## src/rtl/game_pkg.sv

```systemverilog
// Shared definitions for the factorization game: state codes, result encoding
// and the small saturating/wrapping counter helpers.
package game_pkg;

    typedef enum logic [3:0] {
        ST_IDLE     = 4'b0000,
        ST_READY    = 4'b0010,
        ST_QUESTION = 4'b0011,
        ST_INPUT    = 4'b0100,
        ST_JUDGE    = 4'b0101,
        ST_DRAW     = 4'b0110,
        ST_WRONG    = 4'b0111,
        ST_GOOD     = 4'b1000,
        ST_OUCH     = 4'b1001,
        ST_WIN      = 4'b1010,
        ST_LOSE     = 4'b1011
    } game_state_t;

    localparam logic [1:0] RES_NONE = 2'b00;
    localparam logic [1:0] RES_OK   = 2'b01;
    localparam logic [1:0] RES_NG   = 2'b10;

    localparam int unsigned CNT_W   = 4;
    localparam int unsigned DIGIT_W = 4;

    localparam logic [CNT_W-1:0] SCORE_MAX = CNT_W'(9);

    // Three BCD digits, most significant first
    typedef struct packed {
        logic [DIGIT_W-1:0] d3;
        logic [DIGIT_W-1:0] d2;
        logic [DIGIT_W-1:0] d1;
    } bcd3_t;

    function automatic logic [CNT_W-1:0] score_inc(input logic [CNT_W-1:0] s);
        return (s == SCORE_MAX) ? s : s + CNT_W'(1);
    endfunction

    // Round numbering skips 0 when it wraps
    function automatic logic [CNT_W-1:0] round_inc(input logic [CNT_W-1:0] r);
        return (r == '1) ? CNT_W'(1) : r + CNT_W'(1);
    endfunction

endpackage

```

## src/rtl/game_ctrl_hold_timer.sv

```systemverilog
// Loadable down-counter; done_c pulses for one cycle on the last cycle of a
// load_val+1 cycle interval.
module hold_timer #(
    parameter int unsigned W = 8
) (
    input  logic         CLK,
    input  logic         RST,
    input  logic         load,
    input  logic [W-1:0] load_val,
    output logic         done_c
);

    logic [W-1:0] cnt_q;
    logic         active_q;

    always_ff @(posedge CLK) begin
        if (RST) begin
            cnt_q    <= '0;
            active_q <= 1'b0;
        end else if (load) begin
            cnt_q    <= load_val;
            active_q <= 1'b1;
        end else if (active_q) begin
            if (cnt_q == '0) begin
                active_q <= 1'b0;
            end else begin
                cnt_q <= cnt_q - W'(1);
            end
        end
    end

    assign done_c = active_q && (cnt_q == '0);

endmodule

```

## src/rtl/game_ctrl.sv

```systemverilog
// Round sequencer for the two-player factorization game: drives STATE,
// judges the decided answer, exchanges results and keeps both scores.
module game_ctrl
    import game_pkg::*;
#(
    parameter int unsigned QUESTION_CYCLES = 100,
    parameter int unsigned RESULT_CYCLES   = 100,
    parameter int unsigned INPUT_CYCLES    = 1000,
    parameter int unsigned WIN_SCORE       = 3
) (
    input  logic        CLK,
    input  logic        RST,
    input  logic        START,
    input  logic        QUE_OK,
    input  logic [23:0] QUESTION,
    input  logic        DEC,
    input  logic [3:0]  ANS3,
    input  logic [3:0]  ANS2,
    input  logic [3:0]  ANS1,
    input  logic [1:0]  OPP_RESULT,
    output logic [3:0]  STATE,
    output logic [1:0]  MY_RESULT,
    output logic        Q_REQ,
    output logic [3:0]  MY_SCORE,
    output logic [3:0]  OPP_SCORE,
    output logic [3:0]  ROUND
);

    localparam int unsigned HOLD_MAX = (QUESTION_CYCLES > RESULT_CYCLES) ? QUESTION_CYCLES
                                                                         : RESULT_CYCLES;
    localparam int unsigned HOLD_W   = $clog2(HOLD_MAX + 1);
    localparam int unsigned IN_W     = $clog2(INPUT_CYCLES + 1);

    // Timers count load_val down to 0, so an N-cycle hold loads N-1
    localparam logic [HOLD_W-1:0] Q_LOAD  = HOLD_W'(QUESTION_CYCLES - 1);
    localparam logic [HOLD_W-1:0] R_LOAD  = HOLD_W'(RESULT_CYCLES - 1);
    localparam logic [IN_W-1:0]   IN_LOAD = IN_W'(INPUT_CYCLES - 1);
    localparam logic [CNT_W-1:0]  WIN_PTS = CNT_W'(WIN_SCORE);

    game_state_t       state_q, state_n;
    logic [1:0]        my_result_q, my_result_n;
    logic              q_req_q, q_req_n;
    logic [CNT_W-1:0]  my_score_q, my_score_n;
    logic [CNT_W-1:0]  opp_score_q, opp_score_n;
    logic [CNT_W-1:0]  round_q, round_n;
    logic              opp_ok_q, opp_ok_n;
    logic              in_expired_q, in_expired_n;

    logic              hold_load_c;
    logic [HOLD_W-1:0] hold_val_c;
    logic              hold_done_c;
    logic              in_load_c;
    logic              in_done_c;
    logic              in_timeout_c;
    logic              opp_hit_c;
    logic              answer_ok_c;
    bcd3_t             answer_c;
    bcd3_t             expect_c;
    logic              unused_question_hi;

    assign unused_question_hi = ^QUESTION[23:12];

    assign answer_c     = {ANS3, ANS2, ANS1};
    assign expect_c     = QUESTION[11:0];
    assign answer_ok_c  = (answer_c == expect_c) && (answer_c != '0);
    assign opp_hit_c    = (OPP_RESULT == RES_OK);
    // The window may run out while away in JUDGE/WRONG; remember it for INPUT
    assign in_timeout_c = in_done_c || in_expired_q;

    hold_timer #(.W(HOLD_W)) u_hold_timer (
        .CLK      (CLK),
        .RST      (RST),
        .load     (hold_load_c),
        .load_val (hold_val_c),
        .done_c   (hold_done_c)
    );

    hold_timer #(.W(IN_W)) u_input_timer (
        .CLK      (CLK),
        .RST      (RST),
        .load     (in_load_c),
        .load_val (IN_LOAD),
        .done_c   (in_done_c)
    );

    // Next-state and registered-output logic
    always_comb begin
        state_n      = state_q;
        my_result_n  = my_result_q;
        q_req_n      = 1'b0;
        my_score_n   = my_score_q;
        opp_score_n  = opp_score_q;
        round_n      = round_q;
        opp_ok_n     = opp_ok_q;
        in_expired_n = in_expired_q || in_done_c;
        hold_load_c  = 1'b0;
        hold_val_c   = R_LOAD;
        in_load_c    = 1'b0;

        case (state_q)
            ST_IDLE, ST_WIN, ST_LOSE: begin
                if (START) begin
                    state_n     = ST_READY;
                    my_score_n  = '0;
                    opp_score_n = '0;
                    round_n     = CNT_W'(1);
                    q_req_n     = 1'b1;
                    my_result_n = RES_NONE;
                end
            end
            ST_READY: begin
                if (QUE_OK) begin
                    state_n     = ST_QUESTION;
                    hold_load_c = 1'b1;
                    hold_val_c  = Q_LOAD;
                end
            end
            ST_QUESTION: begin
                if (hold_done_c) begin
                    state_n      = ST_INPUT;
                    in_load_c    = 1'b1;
                    in_expired_n = 1'b0;
                    opp_ok_n     = 1'b0;
                end
            end
            ST_INPUT: begin
                if (DEC) begin
                    state_n = ST_JUDGE;
                    if (opp_hit_c) begin
                        opp_ok_n = 1'b1;
                    end
                end else if (opp_hit_c) begin
                    state_n     = ST_OUCH;
                    opp_score_n = score_inc(opp_score_q);
                    hold_load_c = 1'b1;
                end else if (in_timeout_c) begin
                    state_n     = ST_DRAW;
                    hold_load_c = 1'b1;
                end
            end
            ST_JUDGE: begin
                hold_load_c = 1'b1;
                if (opp_hit_c) begin
                    opp_ok_n = 1'b1;
                end
                if (answer_ok_c && (opp_ok_q || opp_hit_c)) begin
                    state_n     = ST_DRAW;
                    my_result_n = RES_OK;
                end else if (answer_ok_c) begin
                    state_n     = ST_GOOD;
                    my_score_n  = score_inc(my_score_q);
                    my_result_n = RES_OK;
                end else begin
                    state_n     = ST_WRONG;
                    my_result_n = RES_NG;
                end
            end
            ST_WRONG: begin
                if (opp_hit_c) begin
                    state_n     = ST_OUCH;
                    opp_score_n = score_inc(opp_score_q);
                    hold_load_c = 1'b1;
                    my_result_n = RES_NONE;
                end else if (hold_done_c) begin
                    state_n     = ST_INPUT;
                    my_result_n = RES_NONE;
                end
            end
            ST_GOOD, ST_OUCH, ST_DRAW: begin
                if (hold_done_c) begin
                    my_result_n = RES_NONE;
                    if (my_score_q == WIN_PTS) begin
                        state_n = ST_WIN;
                    end else if (opp_score_q == WIN_PTS) begin
                        state_n = ST_LOSE;
                    end else begin
                        state_n = ST_READY;
                        round_n = round_inc(round_q);
                        q_req_n = 1'b1;
                    end
                end
            end
            default: begin
                state_n     = ST_IDLE;
                my_result_n = RES_NONE;
            end
        endcase
    end

    always_ff @(posedge CLK) begin
        if (RST) begin
            state_q      <= ST_IDLE;
            my_result_q  <= RES_NONE;
            q_req_q      <= 1'b0;
            my_score_q   <= '0;
            opp_score_q  <= '0;
            round_q      <= '0;
            opp_ok_q     <= 1'b0;
            in_expired_q <= 1'b0;
        end else begin
            state_q      <= state_n;
            my_result_q  <= my_result_n;
            q_req_q      <= q_req_n;
            my_score_q   <= my_score_n;
            opp_score_q  <= opp_score_n;
            round_q      <= round_n;
            opp_ok_q     <= opp_ok_n;
            in_expired_q <= in_expired_n;
        end
    end

    assign STATE     = state_q;
    assign MY_RESULT = my_result_q;
    assign Q_REQ     = q_req_q;
    assign MY_SCORE  = my_score_q;
    assign OPP_SCORE = opp_score_q;
    assign ROUND     = round_q;

endmodule

```

## config.mk

```make
export PLATFORM = sky130hd
export DESIGN_NAME = game_ctrl
export DESIGN_NICKNAME = d
export VERILOG_FILES = /design/src/rtl/game_pkg.sv /design/src/rtl/game_ctrl_hold_timer.sv /design/src/rtl/game_ctrl.sv
export SDC_FILE = /design/constraint.sdc
export NUM_CORES = 1
export LEC_CHECK = 0
export ABC_AREA = 1
export CAP_MARGIN = 20
export CORE_ASPECT_RATIO = 1.25
export CORE_MARGIN = 8
export CORE_UTILIZATION = 30
export CTS_CLUSTER_DIAMETER = 150
export CTS_CLUSTER_SIZE = 8
export DETAILED_ROUTE_END_ITERATION = 8
export GPL_TIMING_DRIVEN = 0
export HOLD_SLACK_MARGIN = 0.06
export PLACE_DENSITY_LB_ADDON = 0.12
export SLEW_MARGIN = 30
export SYNTH_ARGS = -nofsm -noshare
export SYNTH_HDL_FRONTEND = slang
export SYNTH_SLANG_ARGS = --single-unit
```

## constraint.sdc

```tcl
create_clock -name CLK -period 3.9 [get_ports CLK]
set_input_delay 0.78 -clock CLK [delete_from_list [all_inputs] [get_ports CLK]]
set_output_delay 0.78 -clock CLK [all_outputs]
set_load 0.03 [all_outputs]
```

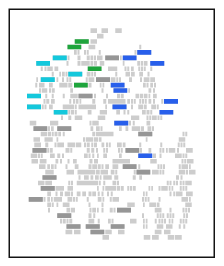
ff_map.png
Drawn at 2 px/micron.
| netlist name | color | flops |
|---|---|---|
| u_hold_timer.cnt_q | cyan | 7 |
| u_input_timer.cnt_q | blue | 10 |
| ROUND | green | 4 |
not colored: 19
fraction of area in registers: 22.4%
Seq. pwr: 493 uW
Final Util: 39.7%
FF+latch area: 801 sq um

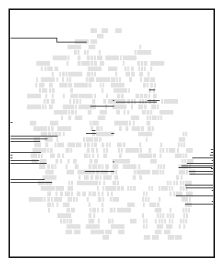
m3.png
Drawn at 2 px/micron. Cells faint in the background.
longest straight run: 23.2 microns
wire length on this layer: 388 microns
share of all routed wire: 5.6%
met3 Usage GRT: 3.49%
Detailed Route WL: 6.91 mm

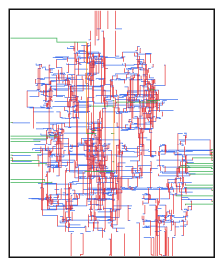
layers.png
Drawn at 2 px/micron.
| layer | color | wire length |
|---|---|---|
| M3 | green | 388 microns |
| M2 | red | 3400 microns |
| M1 | blue | 3050 microns |
| M4 | orange | 80.9 microns |
Global Route Usage Sum: 11.6%
vias: 2725
WL/cell: 11.3 microns

==> flow_summary.ini <==
; synthesis and place-and-route metrics
[finish]
nClkBuffers = 6
layout-drive-gt1-share_pct = 12.1
comb_cells = 310
final-nonclk-buf-share_pct = 14.4
clock_area_share_pct = 4.96
diodes = 0
logic_area_sq_mm = 0.00164
dominant_cells = logic gates
nNonClkInverters = 78
design_area_sq_mm = 0.00358

[synth]
synthTopCellsByArea = dfxtp_1 29%, nand2_1 13%, inv_1 9.4%
synth_warnings = 0
syn-num-nets = 483
topCombFamilyByArea = simple AND/OR/NAND/NOR gates
simple_gate_share_pct = 41.0
yosys-top-cells-count = 99 x nand2_1, 69 x inv_1, 56 x nor2_1
synth.distinct_cells = 39
compound_area_share_pct = 12.5
edf_count = 0
adder_share_pct = 3.63
syn_avg_cell_area_sq_um = 6.39
syn_inst = 432
yosys_cells = 432

[power]
clockPowerShare_pct = 31.1
power_switching_uw = 575
top_power_group = combinational logic
p_int_mw = 1.00
pwr-share-comb_pct = 37.7
p_clk_uw = 490

[hold_path]
hold_path_end = opp_ok_q
hold_depth = 2

[floorplan]
taps = 123
die_area_sq_mm = 0.0125
die_h_microns = 123
core-area_sq_mm = 0.00903

[critical_path]
reg2reg_to = u_hold_timer.cnt_q[3]
cp-startpoint = OPP_RESULT[0]
endpoint = u_hold_timer.cnt_q[3]
cp.required_ps = 4080
worst-path-max-fanout = 7
critPathKind = in -> reg

[placement]
dp_cells = 604
dp_hpwl_mm = 5.57
placed_area_sq_mm = 0.00340
pre_cts_slack_ps = 1340

[clock_tree]
clock_path_buffers = 2
clockRootBuffer = clkbuf_16
clk_pin_slew_ps = 60
numCtsBuffers = 5
cts_setup_buffers = 0

[outcome]
outcome = finished, final reports clean

[sta]
worst_slack_ps = 1680
drv_slew = 0
rsz0062_at_grt = no
setup_violations = 0
min_period_ps = 2220

[routing]
met2_wirelength_mm = 3.40
avgViaCountPerCell = 4.45
drc = 0
dr_wl_met3_microns = 387

[global_routing]
grt_pass1_wl_mm = 11.7
met2_usage_pct = 20.9
grt_pass1_vias = 2641

[job]
drv_cap = 0
==> worst max-delay path, cell delays in order <==
cell             delay [ps]
clkdlybuf4s50_1         450
inv_1                    30
nor2_1                  240
inv_1                   180
a21oi_1                 230
a21oi_1                  70
nand3_1                 120
inv_1                   110
nand2_1                 120
nor2_1                   50
==> through the flow <==
stage	power [mW]	hold WS, ps
2_1_floorplan	0.929	431
3_3_place_gp	1.10	442
3_5_place_dp	1.10	461
4_1_cts	1.60	471
5_1_grt	1.68	502
6_report	1.58	466
==> flip-flops by register name, summed over array words and instances, names as in the netlist, 2 cells and up <==
signal,cells
MY_RESULT,2
MY_SCORE,4
OPP_SCORE,4
ROUND,4
STATE,4
u_hold_timer.cnt_q,7
u_input_timer.cnt_q,10
Power and IR drop assume default switching activity.
